$ cat src/rtl/sc_pkg.sv
// Shared stochastic-computing fixed-point constants and helpers,
// used by both the bit-flip insertion stage and the window decoder.
package sc_pkg;

  localparam int SC_FBW = 4;
  localparam int ONE    = 1 << (SC_FBW - 1);
  localparam int HALF   = 1 << (SC_FBW - 2);

  function automatic int unsigned sat(input int unsigned x, input int unsigned bw);
    return (x > bw - 1) ? bw - 1 : x;
  endfunction

  // Ones count of a 2^l window -> probability with fbw-1 fractional bits.
  function automatic int unsigned scale(input int unsigned total, input int unsigned l,
                                        input int unsigned fbw);
    if (l >= fbw - 1)
      return total >> (l - (fbw - 1));
    else
      return total << ((fbw - 1) - l);
  endfunction

endpackage

$ cat src/rtl/sc_ones_counter.sv
// Window bit/ones counter: latches the window exponent at window start
// and flags the last bit of each 2^L-bit window.
module sc_ones_counter
  import sc_pkg::*;
#(
  parameter int BITWIDTH = 8
) (
  input  logic                iClk,
  input  logic                iRst,
  input  logic                iClr,
  input  logic                iEn,
  input  logic [BITWIDTH-1:0] iWINLOG2,
  input  logic                iBit,
  output logic                oLast,
  output logic [BITWIDTH-1:0] oTotal,
  output logic [BITWIDTH-1:0] oEffL
);

  logic [BITWIDTH-1:0] bitCnt;
  logic [BITWIDTH-1:0] onesCnt;
  logic [BITWIDTH-1:0] winLog;
  logic [BITWIDTH-1:0] satL;
  logic [BITWIDTH-1:0] lastIdx;

  assign satL    = BITWIDTH'(sat(32'(iWINLOG2), BITWIDTH));
  // A new exponent only takes effect on the first bit of a window.
  assign oEffL   = (bitCnt == '0) ? satL : winLog;
  assign lastIdx = (BITWIDTH'(1) << oEffL) - BITWIDTH'(1);
  assign oLast   = iEn && (bitCnt == lastIdx);
  assign oTotal  = onesCnt + BITWIDTH'(iBit);

  always_ff @(posedge iClk) begin
    if (iRst || iClr) begin
      bitCnt  <= '0;
      onesCnt <= '0;
      winLog  <= satL;
    end else if (iEn) begin
      if (bitCnt == '0)
        winLog <= satL;
      if (oLast) begin
        bitCnt  <= '0;
        onesCnt <= '0;
      end else begin
        bitCnt  <= bitCnt + BITWIDTH'(1);
        onesCnt <= oTotal;
      end
    end
  end

endmodule

$ cat src/rtl/sc_win_decode.sv
// Windowed stochastic-to-binary decoder: per-window ones count and
// fixed-point probability, delivered over a valid/ready handshake.
module sc_win_decode
  import sc_pkg::*;
#(
  parameter int BITWIDTH  = 8,
  parameter int FBITWIDTH = 4
) (
  input  logic                 iClk,
  input  logic                 iRst,
  input  logic                 iClr,
  input  logic                 iEn,
  input  logic [BITWIDTH-1:0]  iWINLOG2,
  input  logic                 iBit,
  input  logic                 iReady,
  output logic                 oValid,
  output logic [BITWIDTH-1:0]  oOnes,
  output logic [FBITWIDTH-1:0] oProb,
  output logic                 oOvf
);

  logic                 last;
  logic [BITWIDTH-1:0]  total;
  logic [BITWIDTH-1:0]  effL;
  logic [FBITWIDTH-1:0] prob;

  sc_ones_counter #(
    .BITWIDTH(BITWIDTH)
  ) u_cnt (
    .iClk    (iClk),
    .iRst    (iRst),
    .iClr    (iClr),
    .iEn     (iEn),
    .iWINLOG2(iWINLOG2),
    .iBit    (iBit),
    .oLast   (last),
    .oTotal  (total),
    .oEffL   (effL)
  );

  assign prob = FBITWIDTH'(scale(32'(total), 32'(effL), FBITWIDTH));

  // Result register boundary: a completing window always wins over a transfer.
  always_ff @(posedge iClk) begin
    if (iRst || iClr) begin
      oValid <= 1'b0;
      oOnes  <= '0;
      oProb  <= '0;
      oOvf   <= 1'b0;
    end else if (last) begin
      oOnes  <= total;
      oProb  <= prob;
      oValid <= 1'b1;
      if (oValid && !iReady)
        oOvf <= 1'b1;
    end else if (oValid && iReady) begin
      oValid <= 1'b0;
    end
  end

endmodule

$ cat config.mk
export PLATFORM = sky130hd
export DESIGN_NAME = sc_win_decode
export DESIGN_NICKNAME = d
export VERILOG_FILES = /design/src/rtl/sc_pkg.sv /design/src/rtl/sc_ones_counter.sv /design/src/rtl/sc_win_decode.sv
export SDC_FILE = /design/constraint.sdc
export NUM_CORES = 1
export LEC_CHECK = 0
export ABC_AREA = 1
export CORE_MARGIN = 2
export CORE_UTILIZATION = 58
export DETAILED_ROUTE_END_ITERATION = 10
export PLACE_DENSITY = 0.79
export SLEW_MARGIN = 25
export SYNTH_ARGS = -nofsm -noshare
export SYNTH_HDL_FRONTEND = slang
export SYNTH_HIERARCHICAL = 1
export SYNTH_SLANG_ARGS = --single-unit
export TNS_END_PERCENT = 100
$ cat constraint.sdc
create_clock -name iClk -period 4.8 [get_ports iClk]
set_clock_uncertainty 0.2 [all_clocks]
set_input_delay 1.44 -clock iClk [delete_from_list [all_inputs] [get_ports iClk]]
set_output_delay 1.44 -clock iClk [all_outputs]
set_load 0.005 [all_outputs]
**The metal 1 layer**

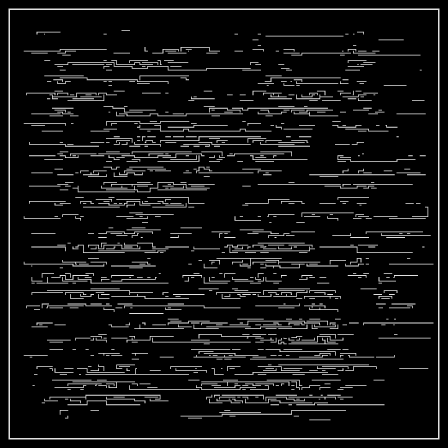
The layer carries 3000 microns of wire. The wires run mostly horizontal. The layer holds 44% of the routed length. 469 nets have wire on it. The longest straight run is 18.4 microns.
Vias: 2869
routing usage on met1: 29.6%
drt total wl: 6860 microns

**M2 wires**

Scale bar: 20 microns.
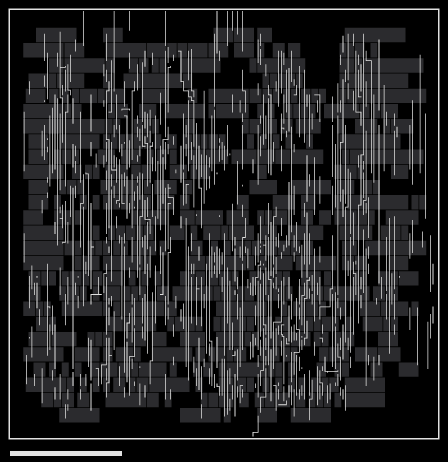
The longest straight run is 32.3 microns. The wires run mostly vertical. 389 nets have wire on it. The layer holds 49% of the routed length.
met2 Use GR: 45.3%

**Met3 routing**

Scale bar: 20 microns.
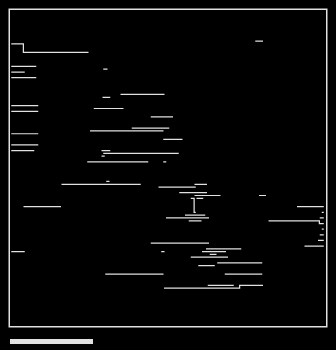
The wires run mostly horizontal. The layer holds 5.4% of the routed length.
grt met3 use: 3.55%

==> flow_summary_export.csv <==
group,metric,value,unit
status,outcome,"complete, no violations",
timing,period_needed,4390,ps
placement,dp_slack,90.7,ps
die,chipArea,5860,sq um
synth,common_cells,"nand2_1, inv_1, nor2_1, nand3_1, nand2_2",
placement,dp_hpwl,5410,microns
placement,gp_congestion,0.916,
timing,slew_headroom,70.1,%
synth,yosys-stat-cells,450,
flow_run,cap_violations,0,
final_layout,clock_area_share,2.93,%
final_layout,nFlopsAndLatches,38,
detailed_routing,first_pass_iters,5,
synth,synth_adder_area_share,3.28,%
clock_tree,clk_pin_slew,80,ps
detailed_routing,dr_wl_met3,368,microns
critical_path,reg2reg_depth,21,
synth,syn_nets,472,
die,rows,26,
detailed_routing,wl_met1,3000,microns
final_layout,logic_gate_count,332,
timing,fmax,228,MHz
global_route,grt_max_degree,14,
critical_path,critical-path-max-stage-delay,400,ps
flow_run,warnings,28,
final_layout,seqAreaFraction,23.7,%
critical_path,cp-end-kind,"flop",
min_path,hp-class,"flop to flop",
synth,synth_cells,450,
critical_path,crit_required,4780,ps
die,nWellTaps,70,
clock_tree,cts_tree,"built",
placement,port_buffers,27,
detailed_routing,highest-signal-layer,"met4",
min_path,min_to,"oOnes[0]",
critical_path,r2r-start,"u_cnt/bitCnt[0]",
global_route,grt_first_pass_wirelength,12000,microns
clock_tree,insertion_delay,290,ps
detailed_routing,drt-vias-per-instance,5.15,
synth,syn_area_per_cell,6.79,sq um
final_layout,nClkBuffers,7,
final_layout,seq_area,841,sq um
synth,ys_sh_simple,44.2,%
final_layout,num-nonclk-buffers,37,
final_layout,fin_area,3540,sq um
placement,place_area,3440,sq um
critical_path,crit_cells,19,
detailed_routing,drc_errors,0,
timing,setup_viol,0,
final_layout,stdcell_count,557,
power_and_ir_drop,power_density,207,nW/um^2
final_layout,inv_count,72,
final_layout,syn_to_final_growth,15.9,%
critical_path,critPathBufInv,3,
synth,edf_count,8,
final_layout,layout.nonclk_buf_share,9.75,%
synth,synthTopCellsByArea,"dfxtp_1, nand2_1, edfxtp_1, inv_1, nand2_2",
synth,logic_family,"simple AND/OR/NAND/NOR gates",
clock_tree,cts_buffers,5,
clock_tree,h-tree-depth,2,
global_route,first_global_vias,2717,
clock_tree,post-cts-setup-buffer-count,0,
timing,finalHoldViolCount,0,
synth,synth_seq_share,27.5,%
critical_path,cpMostUsedCell,"nor2_1",
global_route,grt_remaining_overflow,0,
global_route,antenna_found_initial,0,
final_layout,layout_top_cell,"nand2_1",
clock_tree,cts.hold.buffers_added,0,
power_and_ir_drop,p_leak,1.51,nW
synth,async_flop_share,0,%
synth,ys_warn_count,6,
final_layout,comb_area,1890,sq um
timing,tns,0,ps
die,boundaryPins,28,
critical_path,worstPathArrival,4360,ps
die,coreArea,5110,sq um
critical_path,slowest_stage,"clkdlybuf4s50_1",
critical_path,critPathTopFamily,"simple AND/OR/NAND/NOR gates",
critical_path,crit_chain,"clkdlybuf4s50_1, nor2_1, nand4_1, nand2_1, nand2_2, nor2_8, nand3_2, ha_1, xnor2_1, nor2_1, nand3_1, nor2_1, nand3_1, a21oi_2, nand2_2, inv_2, inv_1, a41oi_1, a21oi_2",
timing,period_used_share,91.4,%
synth,ys_seq_elements,38,
synth,netlist_area,3050,sq um
critical_path,startpoint_type,"primary input",
synth,synthMuxAreaShare,0.369,%
synth,yosysTopAreaCell,"dfxtp_1",
die,die_w,76.6,microns
final_layout,final_cell_mix,"nand2_1, inv_1, nor2_1, nand3_1, nand2_2",
final_layout,drive_gt1_share,21.4,%
synth,top_area_share,19.7,%
min_path,min_path_cells,2,
clock_tree,cts_root_buf,"clkbuf_8",
min_path,hp-start,"oOnes[0]",
timing,setup_slack,414,ps
critical_path,crit_type,"primary input to flop",
final_layout,antenna_cells,0,
synth,ys_sh_aoi,11.6,%
synth,ys_sh_xor,2.29,%
final_layout,comb_area_share,53.3,%
detailed_routing,initialDrtViolationCount,213,
clock_tree,clockBufferDepth,2,
clock_tree,cts_resized,0,
synth,yosys_area,3050,sq um
timing,rsz0062_at_grt,"false",
final_layout,layout.nets,508,
critical_path,crit_fanout,11,
timing,tightest_slew,446,ps
**Metal 4**

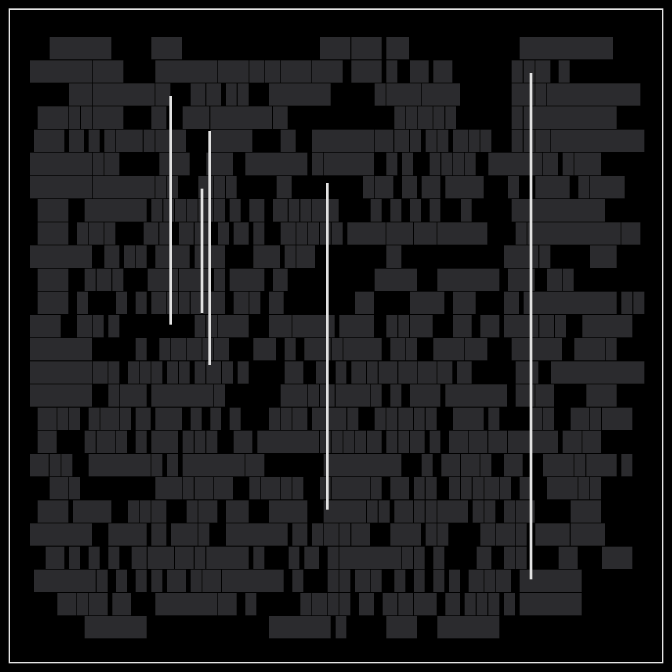
5 nets have wire on it. The longest straight run is 59.2 microns. The layer carries 165 microns of wire. The wires run mostly vertical. The layer holds 2.4% of the routed length.

**Routing congestion**

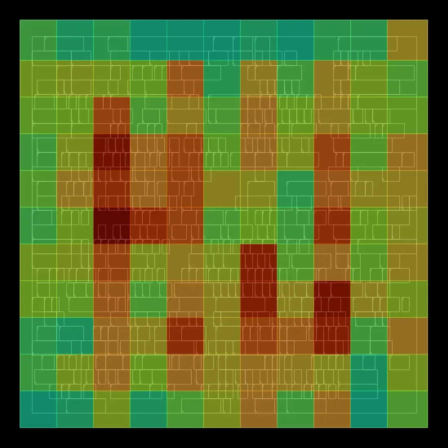
GR peak layer: met2
mean routed wirelength per cell: 12.3 microns
fin util: 69.3%
gr usage total: 25.0%

[worst max path at each step]
stage / from / to / slack [ps]
2_1_floorplan: iWINLOG2[4] / oProb[2] / 630
3_3_place_gp: iWINLOG2[4] / oProb[1] / 210
3_5_place_dp: iWINLOG2[4] / oProb[1] / 90
4_1_cts: iWINLOG2[4] / oProb[1] / 400
5_1_grt: iWINLOG2[6] / oProb[1] / 130
6_report: iWINLOG2[4] / oProb[1] / 410
[sequential cells by signal (all words and copies together) (netlist names)]
name / flops
oProb: 4
u_cnt/winLog: 8
oValid: 1
oOnes: 8
u_cnt/bitCnt: 8
oOvf: 1
u_cnt/onesCnt: 8
[where the power goes]
group	switching (mW)	internal, mW
logic	0.0913	0.0569
registers	0.00293	0.329
clock network	0.118	0.135
total	0.213	0.521
No activity file was given, so power comes from the tool's default toggle rates.
